[config.mk]
export PLATFORM = sky130hd
export DESIGN_NAME = plot_scheduler
export DESIGN_NICKNAME = d
export VERILOG_FILES = /design/src/rtl/plot_pkg.sv /design/src/rtl/rr_arbiter4.sv /design/src/rtl/plot_scheduler.sv
export SDC_FILE = /design/constraint.sdc
export NUM_CORES = 1
export LEC_CHECK = 0
export CELL_PAD_IN_SITES_DETAIL_PLACEMENT = 0
export CELL_PAD_IN_SITES_GLOBAL_PLACEMENT = 1
export CORE_ASPECT_RATIO = 0.5
export CORE_MARGIN = 2
export CORE_UTILIZATION = 33
export CTS_CLUSTER_DIAMETER = 50
export DETAILED_ROUTE_END_ITERATION = 8
export PLACE_DENSITY = 0.79
export SLEW_MARGIN = 30
export SYNTH_ARGS = -nofsm -noshare
export SYNTH_HDL_FRONTEND = slang
export SYNTH_SLANG_ARGS = --single-unit
[constraint.sdc]
create_clock -name CLOCK_50 -period 3.6 [get_ports CLOCK_50]
set_clock_uncertainty 0.1 [all_clocks]
set_input_delay 0.9 -clock CLOCK_50 [delete_from_list [all_inputs] [get_ports CLOCK_50]]
set_output_delay 0.9 -clock CLOCK_50 [all_outputs]
set_load 0.05 [all_outputs]
[src/rtl/plot_pkg.sv]
// Shared constants, state encoding and position helpers
// for the VGA pixel-port scheduler.
package plot_pkg;

  localparam int unsigned SCR_W = 160;
  localparam int unsigned SCR_H = 120;

  localparam logic [2:0] COL_BLACK = 3'b000;
  localparam logic [2:0] COL_TIMER = 3'b111;
  localparam logic [2:0] COL_P0    = 3'b001;
  localparam logic [2:0] COL_P1    = 3'b010;
  localparam logic [2:0] COL_P2    = 3'b100;
  localparam logic [2:0] COL_P3    = 3'b110;

  typedef enum logic [1:0] {
    ST_ARB    = 2'd0,
    ST_CLEAR  = 2'd1,
    ST_WINNER = 2'd2
  } state_e;

  function automatic logic [2:0] player_colour(
    input logic [1:0] idx
  );
    logic [2:0] c;
    unique case (idx)
      2'd0:    c = COL_P0;
      2'd1:    c = COL_P1;
      2'd2:    c = COL_P2;
      default: c = COL_P3;
    endcase
    return c;
  endfunction

  // Positions are packed {x[7:0], y[6:0]}.
  function automatic logic [7:0] pos_x(
    input logic [14:0] pos
  );
    return pos[14:7];
  endfunction

  function automatic logic [6:0] pos_y(
    input logic [14:0] pos
  );
    return pos[6:0];
  endfunction

endpackage

[src/rtl/rr_arbiter4.sv]
// 4-way round-robin arbiter, combinational.
// Ports: req_i/mask_i requests and exclusions, ptr_i
// highest-priority index; gnt_o one-hot, idx_o winner,
// ptr_o pointer after this grant, valid_o any winner.
module rr_arbiter4 (
  input  logic [3:0] req_i,
  input  logic [3:0] mask_i,
  input  logic [1:0] ptr_i,
  output logic [3:0] gnt_o,
  output logic [1:0] idx_o,
  output logic [1:0] ptr_o,
  output logic       valid_o
);

  logic [1:0] cand;

  // Scan from the farthest offset down so the
  // nearest eligible requester overwrites the rest.
  always_comb begin
    valid_o = 1'b0;
    idx_o   = ptr_i;
    cand    = ptr_i;
    for (int k = 3; k >= 0; k--) begin
      cand = ptr_i + 2'(k);
      if (req_i[cand] && !mask_i[cand]) begin
        valid_o = 1'b1;
        idx_o   = cand;
      end
    end
    gnt_o = valid_o ? (4'b0001 << idx_o) : 4'b0000;
    ptr_o = idx_o + 2'd1;
  end

endmodule

[src/rtl/plot_scheduler.sv]
// Arbitrates the single VGA pixel-write port between
// players, timer bar, a full-screen clear and the winner.
// Ports: CLOCK_50/reset (sync, active-high); p_req/p_pos,
// p_gnt players; t_req/t_x, t_gnt timer; clear_start,
// show_winner, winner controls; clear_busy/clear_done
// sweep status; x/y/colour/plot pixel write.
module plot_scheduler
  import plot_pkg::*;
#(
  parameter int X_MAX    = SCR_W - 1,
  parameter int Y_MAX    = SCR_H - 1,
  parameter int TIMER_Y  = SCR_H - 1,
  parameter int WINNER_X = 85,
  parameter int WINNER_Y = 42
) (
  input  logic        CLOCK_50,
  input  logic        reset,
  input  logic [3:0]  p_req,
  input  logic [59:0] p_pos,
  output logic [3:0]  p_gnt,
  input  logic        t_req,
  input  logic [7:0]  t_x,
  output logic        t_gnt,
  input  logic        clear_start,
  input  logic        show_winner,
  input  logic [1:0]  winner,
  output logic        clear_busy,
  output logic        clear_done,
  output logic [7:0]  x,
  output logic [6:0]  y,
  output logic [2:0]  colour,
  output logic        plot
);

  localparam logic [7:0] XM = 8'(X_MAX);
  localparam logic [6:0] YM = 7'(Y_MAX);
  localparam logic [6:0] TY = 7'(TIMER_Y);
  localparam logic [7:0] WX = 8'(WINNER_X);
  localparam logic [6:0] WY = 7'(WINNER_Y);

  state_e     state_q, state_d;
  logic [1:0] rr_q, rr_d;
  logic [7:0] x_q, x_d;
  logic [6:0] y_q, y_d;
  logic [2:0] col_q, col_d;
  logic       plot_q, plot_d;
  logic [3:0] pgnt_q, pgnt_d;
  logic       tgnt_q, tgnt_d;
  logic       busy_q, busy_d;
  logic       done_q, done_d;
  logic [7:0] cx_q, cx_d;
  logic [6:0] cy_q, cy_d;

  logic [3:0]  arb_gnt;
  logic [1:0]  arb_idx;
  logic [1:0]  arb_ptr;
  logic        arb_valid;
  logic [14:0] pos_a [4];
  logic [14:0] sel_pos;

  // Players granted last cycle still hold req this
  // cycle, so mask them to avoid a double grant.
  rr_arbiter4 u_arb (
    .req_i   (p_req),
    .mask_i  (pgnt_q),
    .ptr_i   (rr_q),
    .gnt_o   (arb_gnt),
    .idx_o   (arb_idx),
    .ptr_o   (arb_ptr),
    .valid_o (arb_valid)
  );

  always_comb begin
    for (int i = 0; i < 4; i++) begin
      pos_a[i] = p_pos[15*i +: 15];
    end
    sel_pos = pos_a[arb_idx];
  end

  always_comb begin
    state_d = state_q;
    rr_d    = rr_q;
    x_d     = x_q;
    y_d     = y_q;
    col_d   = col_q;
    plot_d  = 1'b0;
    pgnt_d  = 4'b0000;
    tgnt_d  = 1'b0;
    busy_d  = busy_q;
    done_d  = 1'b0;
    cx_d    = cx_q;
    cy_d    = cy_q;
    unique case (state_q)
      ST_ARB: begin
        if (clear_start) begin
          // Pixel (0,0) goes out now; counters
          // point at the next one.
          state_d = ST_CLEAR;
          busy_d  = 1'b1;
          x_d     = 8'd0;
          y_d     = 7'd0;
          col_d   = COL_BLACK;
          plot_d  = 1'b1;
          cx_d    = 8'd0;
          cy_d    = 7'd1;
        end else if (show_winner) begin
          state_d = ST_WINNER;
          x_d     = WX;
          y_d     = WY;
          col_d   = player_colour(winner);
          plot_d  = 1'b1;
        end else if (arb_valid) begin
          pgnt_d  = arb_gnt;
          rr_d    = arb_ptr;
          x_d     = pos_x(sel_pos);
          y_d     = pos_y(sel_pos);
          col_d   = player_colour(arb_idx);
          plot_d  = 1'b1;
        end else if (t_req && !tgnt_q) begin
          tgnt_d  = 1'b1;
          x_d     = t_x;
          y_d     = TY;
          col_d   = COL_TIMER;
          plot_d  = 1'b1;
        end
      end
      ST_CLEAR: begin
        // cx past the last column marks the
        // cycle after the final pixel.
        if (cx_q > XM) begin
          done_d  = 1'b1;
          busy_d  = 1'b0;
          cx_d    = 8'd0;
          cy_d    = 7'd0;
          state_d = show_winner ? ST_WINNER
                                : ST_ARB;
        end else begin
          x_d    = cx_q;
          y_d    = cy_q;
          col_d  = COL_BLACK;
          plot_d = 1'b1;
          if (cy_q == YM) begin
            cy_d = 7'd0;
            cx_d = cx_q + 8'd1;
          end else begin
            cy_d = cy_q + 7'd1;
          end
        end
      end
      ST_WINNER: begin
        x_d    = WX;
        y_d    = WY;
        col_d  = player_colour(winner);
        plot_d = 1'b1;
      end
      default: state_d = ST_ARB;
    endcase
  end

  always_ff @(posedge CLOCK_50) begin
    if (reset) begin
      state_q <= ST_ARB;
      rr_q    <= 2'd0;
      x_q     <= 8'd0;
      y_q     <= 7'd0;
      col_q   <= COL_BLACK;
      plot_q  <= 1'b0;
      pgnt_q  <= 4'b0000;
      tgnt_q  <= 1'b0;
      busy_q  <= 1'b0;
      done_q  <= 1'b0;
      cx_q    <= 8'd0;
      cy_q    <= 7'd0;
    end else begin
      state_q <= state_d;
      rr_q    <= rr_d;
      x_q     <= x_d;
      y_q     <= y_d;
      col_q   <= col_d;
      plot_q  <= plot_d;
      pgnt_q  <= pgnt_d;
      tgnt_q  <= tgnt_d;
      busy_q  <= busy_d;
      done_q  <= done_d;
      cx_q    <= cx_d;
      cy_q    <= cy_d;
    end
  end

  assign p_gnt      = pgnt_q;
  assign t_gnt      = tgnt_q;
  assign clear_busy = busy_q;
  assign clear_done = done_q;
  assign x          = x_q;
  assign y          = y_q;
  assign colour     = col_q;
  assign plot       = plot_q;

endmodule

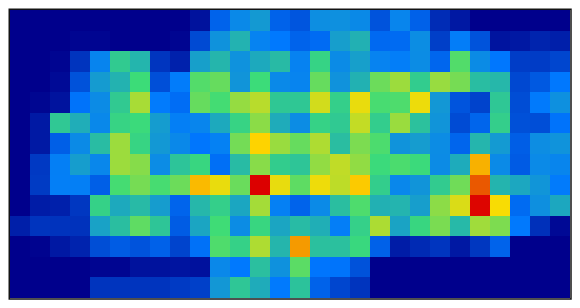
metal_density.png
Scale: 4 px per um. The die is cut into 28 by 14 equal tiles; dark blue is low, red is high, scaled to the fullest tile. Values are wire area over tile area, all layers added.
mean over tiles: 0.16
densest ninth of the die: centre
nearly empty tiles: 18%
WL/cell: 16.3 um
GRT Util Overall: 20.1%
routed vias: 3,282
Post-Route WL: 10,000 um

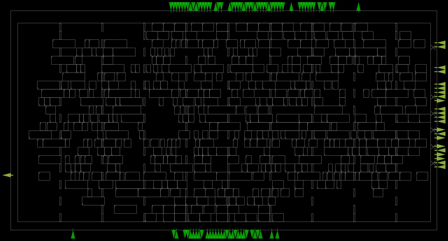
placement.png
TAP cells: 117
flip-flops: 45
Placeable Area: 8860 um^2
Cell Rows: 24
final std cells w/o fill: 618

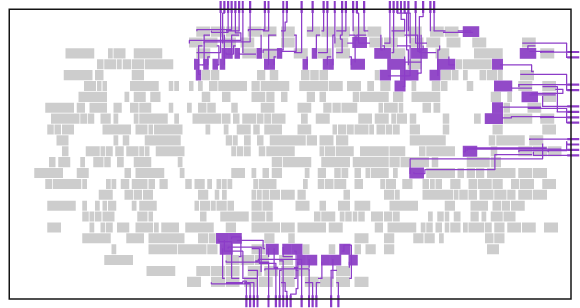
io_fan.png
Scale: 4 px per um.
[`p_pos`] purple | direction: input | end cells: 47 | buffers: 60 | wire: 1,120 um
I/O Buffers: 104
I/O pin count: 105

==> Slide: Implementation Results <==
Run Summary

Synthesis
  • Area leader, netlist: dfxtp_1
  • Post-synth ARST share: 0%
  • Area leader share: 29.5%
  • Commonest cells in the netlist: 58 x nand2_1, 45 x dfxtp_1, 34 x o21ai_0
  • Yosys stat chip area: 3060 um^2
  • Net Count, Synth: 481
  • Synth unique cells: 58
  • Yosys Instances: 395
  • YS warnings: 0
  • Avg Cell Area, Syn: 7.74 um^2
  • Main area contributors: dfxtp_1 29%, nand2_1 7.1%, o21ai_0 5.6%
  • Synth Instances: 395
  • Yosys top cell by instances: nand2_1
  • EDFF count, synth: 0

Clock tree
  • Post-cts hold buffer count: 0
  • Clock sinks: 45
  • Clock transition at the registers of the reported paths: 70 ps
  • CTS buffer count: 5
  • Post-CTS setup repair buffer count: 0
  • CTS tree: built
  • H-tree depth: 2
  • CTS root buffer: clkbuf_16
  • Post_cts resized: 0
  • Clk_lat worst skew: 290 ps

Power
  • Maximum vdd drop: 0.228 mV
  • Flop pwr share: 32.8%
  • Combinational power: 710 uW
  • Top pwr grp: combinational cells
  • Switching share of total power: 37.3%
  • LEAKAGE: 0.00169 uW
  • Clk pwr share: 26.7%
  • Clock-net power: 468 uW
  • Internal power: 1100 uW

STA
  • Slew Limit Headroom: 53.3%
  • Max Clock Freq: 335 MHz
  • Final setup fails: 0
  • RSZ-0062 raised after global routing: no
  • Max-slew violations: 0
  • Final worst setup slack: 618 ps
  • Final hold vios: 0
  • WHS: 413 ps
  • Period utilization: 82.8%
  • Least-Margin Pin Slew: 681 ps
  • Period minus WS final: 2980 ps

Worst setup path
  • Worst EP arrival: 3070 ps
  • Worst EP required: 3690 ps
  • Critical Path Sink Type: flip-flop
  • WS Path Type: primary input to flip-flop
  • Crit-path cells: clkdlybuf4s50_1 -> nor2b_1 -> nor4_4 -> a31oi_2 -> buf_4 -> nor2b_1 -> nand4_1 -> and3_1
  • Worst path most repeated cell: nor2b_1
  • Largest stage delay on the critical path: 480 ps
  • Crit start category: primary input
  • Slowest library cell on the worst path: clkdlybuf4s50_1

Outcome
  • Status: complete, but fails checks
  • Failing checks: DRC

Finish
  • Layout cells sized above 1: 8.98%
  • Antenna cells: 0
  • Nets: 586
  • Area added between synthesis and finish: 43.8%
  • Post-route cell area: 4390 um^2
  • Most frequent cells in the layout: 104 x clkdlybuf4s50_1, 58 x nand2_1, 45 x dfxtp_1

Drt
  • Initial DRC Count: 224
  • Vias per cell: 5.31
  • Drt pass-1 iters: 9
  • Final ANT Viol Nets: 0
  • Drt drc: 6

Floorplan
  • Die H: 72.0 um
  • Die X: 140 um
  • Fp util: 34.5%
  • Chip area: 10,100 um^2

Place
  • Post-Place Cell Area: 4250 um^2
  • DP Worst Slack: 328 ps
  • Gpl congestion: 0.865
  • Placed Cells incl. Taps: 610
  • Final HPWL DP: 7970 um

Global route
  • Largest net degree at the start of global routing: 31
  • Initial antenna violation count: 0
  • Number of global-route vias before repair: 3,036
  • Congestion Overflow GR: 0

Hold path
  • HP Class: flip-flop to flip-flop

Flow run
  • Log Warnings: 29
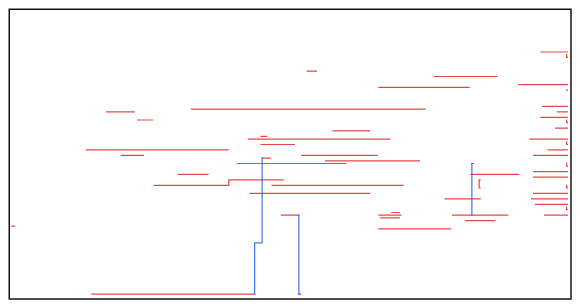
wires.png
Scale: 4 px per um. Two of the layers only.
[metal 3] red | wire length: 614 um
[metal 4] blue | wire length: 68.5 um

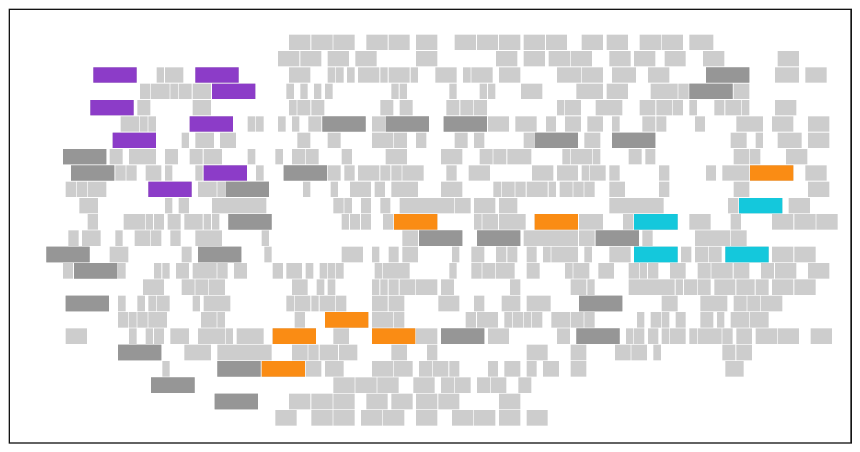
flops_by_reg.png
Scale: 6 px per um. Other sequential cells in the stronger grey, the rest of the logic in the fainter grey.
[`y`] orange | sequential cells: 7
[`cx_q`] purple | sequential cells: 8 | where: upper left
[`p_gnt`] cyan | sequential cells: 4 | where: middle right
not coloured: 26
Reg area: 901 um^2
seq pwr: 576 uW
sequential cell area share: 20.5%
fin util: 49.6%

==> worst max-delay path: cells and delay by family <==
family                 cells  cell delay (ps)
AND/OR/NAND/NOR            5             1190
AND-OR/OR-AND              1              210
buffers and inverters      2              770
==> final timing paths <==
check                                            end  cells past startpoint                  from  slack, ps
worst min-delay path            cx_q[1]$_SDFFE_PP0P_                      2  cx_q[1]$_SDFFE_PP0P_        410
worst min register to register  cx_q[1]$_SDFFE_PP0P_                      2  cx_q[1]$_SDFFE_PP0P_        410
worst max register to register     y[3]$_SDFFE_PP0P_                      7  rr_q[1]$_SDFFE_PP0P_       1220
worst max-delay path               x[1]$_SDFFE_PP0P_                      8              p_req[1]        620
==> final cells by class <==
type / count / area (um^2)
inverters: 8 / 32.5
clock buffers: 5 / 125
flip-flops and latches: 45 / 901
well taps: 117 / 146
clock inverters: 3 / 21.3
repair buffers: 122 / 1180
multi-input cells: 318 / 1990
fillers: 860 / 4470
==> logic make-up (layout without fill, tap and decap cells) <==
group	Yosys count	in the layout	share of synthesized area, %
flops	45	45	29.5
mux	15	15	5.28
buf+inv	32	138	5.36
fa+ha+maj	7	7	2.87
compound gates	104	104	22.5
xor+xnor	8	8	2.29
simple gates	184	184	32.2
==> layer usage <==
layer	share of wire, %	global-route usage, %	up-vias
met2	41	28.9	92
met1	52	30.4	1523
met3	6.1	5.08	6
met5	0	0	-
met4	0.68	3.70	0
li1	-	-	1661
==> state kept, by name (all words and copies together), names as in the netlist <==
| name | cells |
|---|---|
| t_gnt | 1 |
| colour | 3 |
| cx_q | 8 |
| rr_q | 2 |
| cy_q | 7 |
| clear_done | 1 |
| plot | 1 |
| y | 7 |
| state_q | 2 |
| clear_busy | 1 |
| p_gnt | 4 |
| x | 8 |
Power is estimated from default activity; no workload was simulated.
